### config.mk
export PLATFORM = sky130hd
export DESIGN_NAME = mem_arbiter
export DESIGN_NICKNAME = d
export VERILOG_FILES = /design/src/rtl/mem_arbiter.sv
export SDC_FILE = /design/constraint.sdc
export NUM_CORES = 1
export LEC_CHECK = 0
export CORE_ASPECT_RATIO = 0.75
export CORE_MARGIN = 3
export CORE_UTILIZATION = 19
export DETAILED_ROUTE_END_ITERATION = 10
export PLACE_DENSITY = 0.78
export REMOVE_ABC_BUFFERS = 1
export SLEW_MARGIN = 30
export SYNTH_ARGS = -nofsm -noshare
export SYNTH_HDL_FRONTEND = slang
export SYNTH_SLANG_ARGS = --single-unit
### constraint.sdc
create_clock -name clk -period 1.7 [get_ports clk]
set_clock_uncertainty 0.15 [all_clocks]
set_input_delay 0.34 -clock clk [delete_from_list [all_inputs] [get_ports clk]]
set_output_delay 0.34 -clock clk [all_outputs]
set_load 0.05 [all_outputs]
### src/rtl/mem_arbiter.sv
// mem_arbiter: round-robin sharing of the sram read port between instruction and data reads,
// plus a write port where debug writes always win over CPU data writes.
module mem_arbiter #(
  parameter int AW = 16,
  parameter int DW = 16
) (
  input  logic          clk,
  input  logic          reset_n,
  input  logic [AW-1:0] ins_rd_addr,
  input  logic          ins_rd_req,
  output logic          ins_rd_rdy,
  output logic [DW-1:0] ins_rd_data,
  input  logic [AW-1:0] dat_rw_addr,
  input  logic          dat_rd_req,
  output logic          dat_rd_rdy,
  output logic [DW-1:0] dat_rd_data,
  input  logic          dat_wr_req,
  input  logic [DW-1:0] dat_wr_data,
  output logic          dat_wr_rdy,
  input  logic          dbg_we,
  input  logic [AW-1:0] dbg_waddr,
  input  logic [DW-1:0] dbg_wdata,
  output logic          mem_re,
  output logic [AW-1:0] mem_raddr,
  input  logic [DW-1:0] mem_rdata,
  output logic          mem_we,
  output logic [AW-1:0] mem_waddr,
  output logic [DW-1:0] mem_wdata
);
  logic ins_ack_q, dat_ack_q, wr_ack_q, dat_pref_q;
  logic ins_ack_d, dat_ack_d, wr_ack_d, dat_pref_d;
  logic ins_elig, dat_elig;
  // a requester being acked this cycle still holds req, so it must not be granted again
  always_comb begin
    ins_elig   = reset_n & ins_rd_req & ~ins_ack_q;
    dat_elig   = reset_n & dat_rd_req & ~dat_ack_q;
    ins_ack_d  = ins_elig & (~dat_elig | ~dat_pref_q);
    dat_ack_d  = dat_elig & ~ins_ack_d;
    dat_pref_d = (ins_ack_d | dat_ack_d) ? ins_ack_d : dat_pref_q;
    wr_ack_d   = reset_n & ~dbg_we & dat_wr_req & ~wr_ack_q;
  end
  always_ff @(posedge clk or negedge reset_n) begin
    if (!reset_n) begin
      ins_ack_q  <= 1'b0;
      dat_ack_q  <= 1'b0;
      wr_ack_q   <= 1'b0;
      dat_pref_q <= 1'b0;
    end else begin
      ins_ack_q  <= ins_ack_d;
      dat_ack_q  <= dat_ack_d;
      wr_ack_q   <= wr_ack_d;
      dat_pref_q <= dat_pref_d;
    end
  end
  assign mem_re      = ins_ack_d | dat_ack_d;
  assign mem_raddr   = dat_ack_d ? dat_rw_addr : ins_rd_addr;
  assign ins_rd_rdy  = ins_ack_q;
  assign dat_rd_rdy  = dat_ack_q;
  assign ins_rd_data = mem_rdata;
  assign dat_rd_data = mem_rdata;
  // debug writes bypass reset so the loader can fill memory while the CPU is held
  assign mem_we      = dbg_we | wr_ack_d;
  assign mem_waddr   = dbg_we ? dbg_waddr : dat_rw_addr;
  assign mem_wdata   = dbg_we ? dbg_wdata : dat_wr_data;
  assign dat_wr_rdy  = wr_ack_q;
endmodule

Figure 1. Cell sizes after repair.
Drawn at 3 px/um.
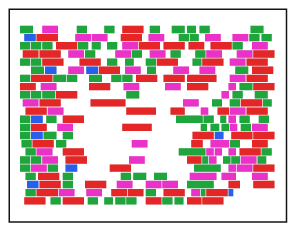
size	color	cells	most used
drive 2	blue	9	mux2_2
drive 3 to 4	magenta	55	mux2_4
drive 6 and up	red	66	buf_12
drive 1 or less	green	95	clkdlybuf4s50_1

Figure 2. Floorplan with the power grid.
Drawn at 4 px/um. Pins as bars on the die edge.
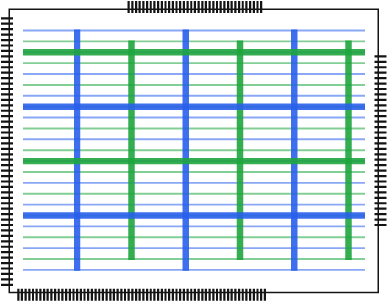
net	color
VDD	green
VSS	blue
signal pins	187
met5 straps	4

==> out/qor.txt <==
Outcome: complete, but fails checks
Main power group: combinational logic
VDD IR max: 0.2776 mV
Comb area share: 25.07%
Initial DRC Count: 15
Die y size: 70.41 um
Largest cell class by area: non-clock buffers
Clk tree area frac: 1.283%
XOR Share, Synth: 0%
Worst reg-to-reg setup slack: 370 ps
Overflow after GRT: 0
Kind of critical path: register to primary output
# diodes: 0
Detail Route Antenna Nets: 0
GRT busiest layer: met2
Pre-antenna DRT Iters: 3
Comb. cell area: 807.0 um^2
Die width: 91.88 um
Final Max Tran Viols: 0
Tot Pwr: 1.678 mW
Met2 WL post-DR: 2792 um
Worst r2r src: dat_rd_rdy
Slowest CP cell: dfrtp_1
Syn avg cell area: 10.41 um^2
# Cells Yosys: 101
Late-Pin Clk Latency: 220 ps
Post-CTS Hold Buffers: 2
Total global routing track utilization: 17.04%
Top Layout Cells: 57 x clkdlybuf4s50_1, 48 x buf_12, 41 x mux2_4
Grt met2 use: 27.67%
GP Congestion: 0.6925
Seq area share: 3.109%
Deepest clock path buffer count: 2
# Taps: 72
Critical Path AT: 1650 ps
Non-clock buffering overhead: 67.74%
R2r worst-path depth: 5
Bufs w/o clock: 159
Synth Seq Share: 9.524%
Routed via count: 1310
Simple Share, Synth: 5.476%
H-tree Lvls: 1
RSZ-0062 raised after global routing: true
CTS buffer count: 3
Period utilization: 126.1%
Setup ws final: -443.1 ps
Crit path capture: mem_raddr[5]
Ys async rst share: 100.0%
Failing checks: setup timing
Final hold vios: 0
TritonCTS clock tree: done
Clock share of power: 12.0%
CP Launch Type: register
Post-DR wirelength/cell: 19.44 um
Max-area cell share: 41.79%
Syn. warnings: 0
DRT Wirelength: 5773 um
Met3 global-route usage: 11.09%
Worst-margin pin slew: 209.8 ps
Switch share: 39.48%
Fillers: 388
Crit-path max cell delay: 360 ps
Seq pwr: 0.115 mW
Setup violations, final: 17
Hold Path End: dat_wr_rdy
Drc violations: 0
Crit path from: dat_rd_rdy
Figure 3. Placement view.
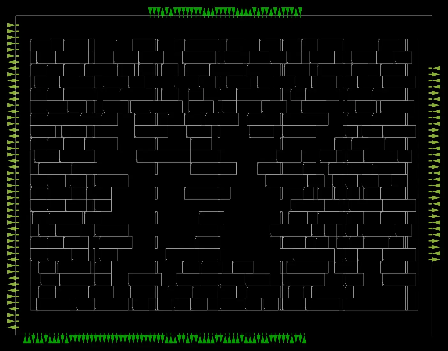
fin util: 62.88%
Final Instance Count excl. Fillers: 297
flop count: 4
core area: 0.005120 mm^2

Power figures rest on the tool's default switching activity, not on a simulated workload.
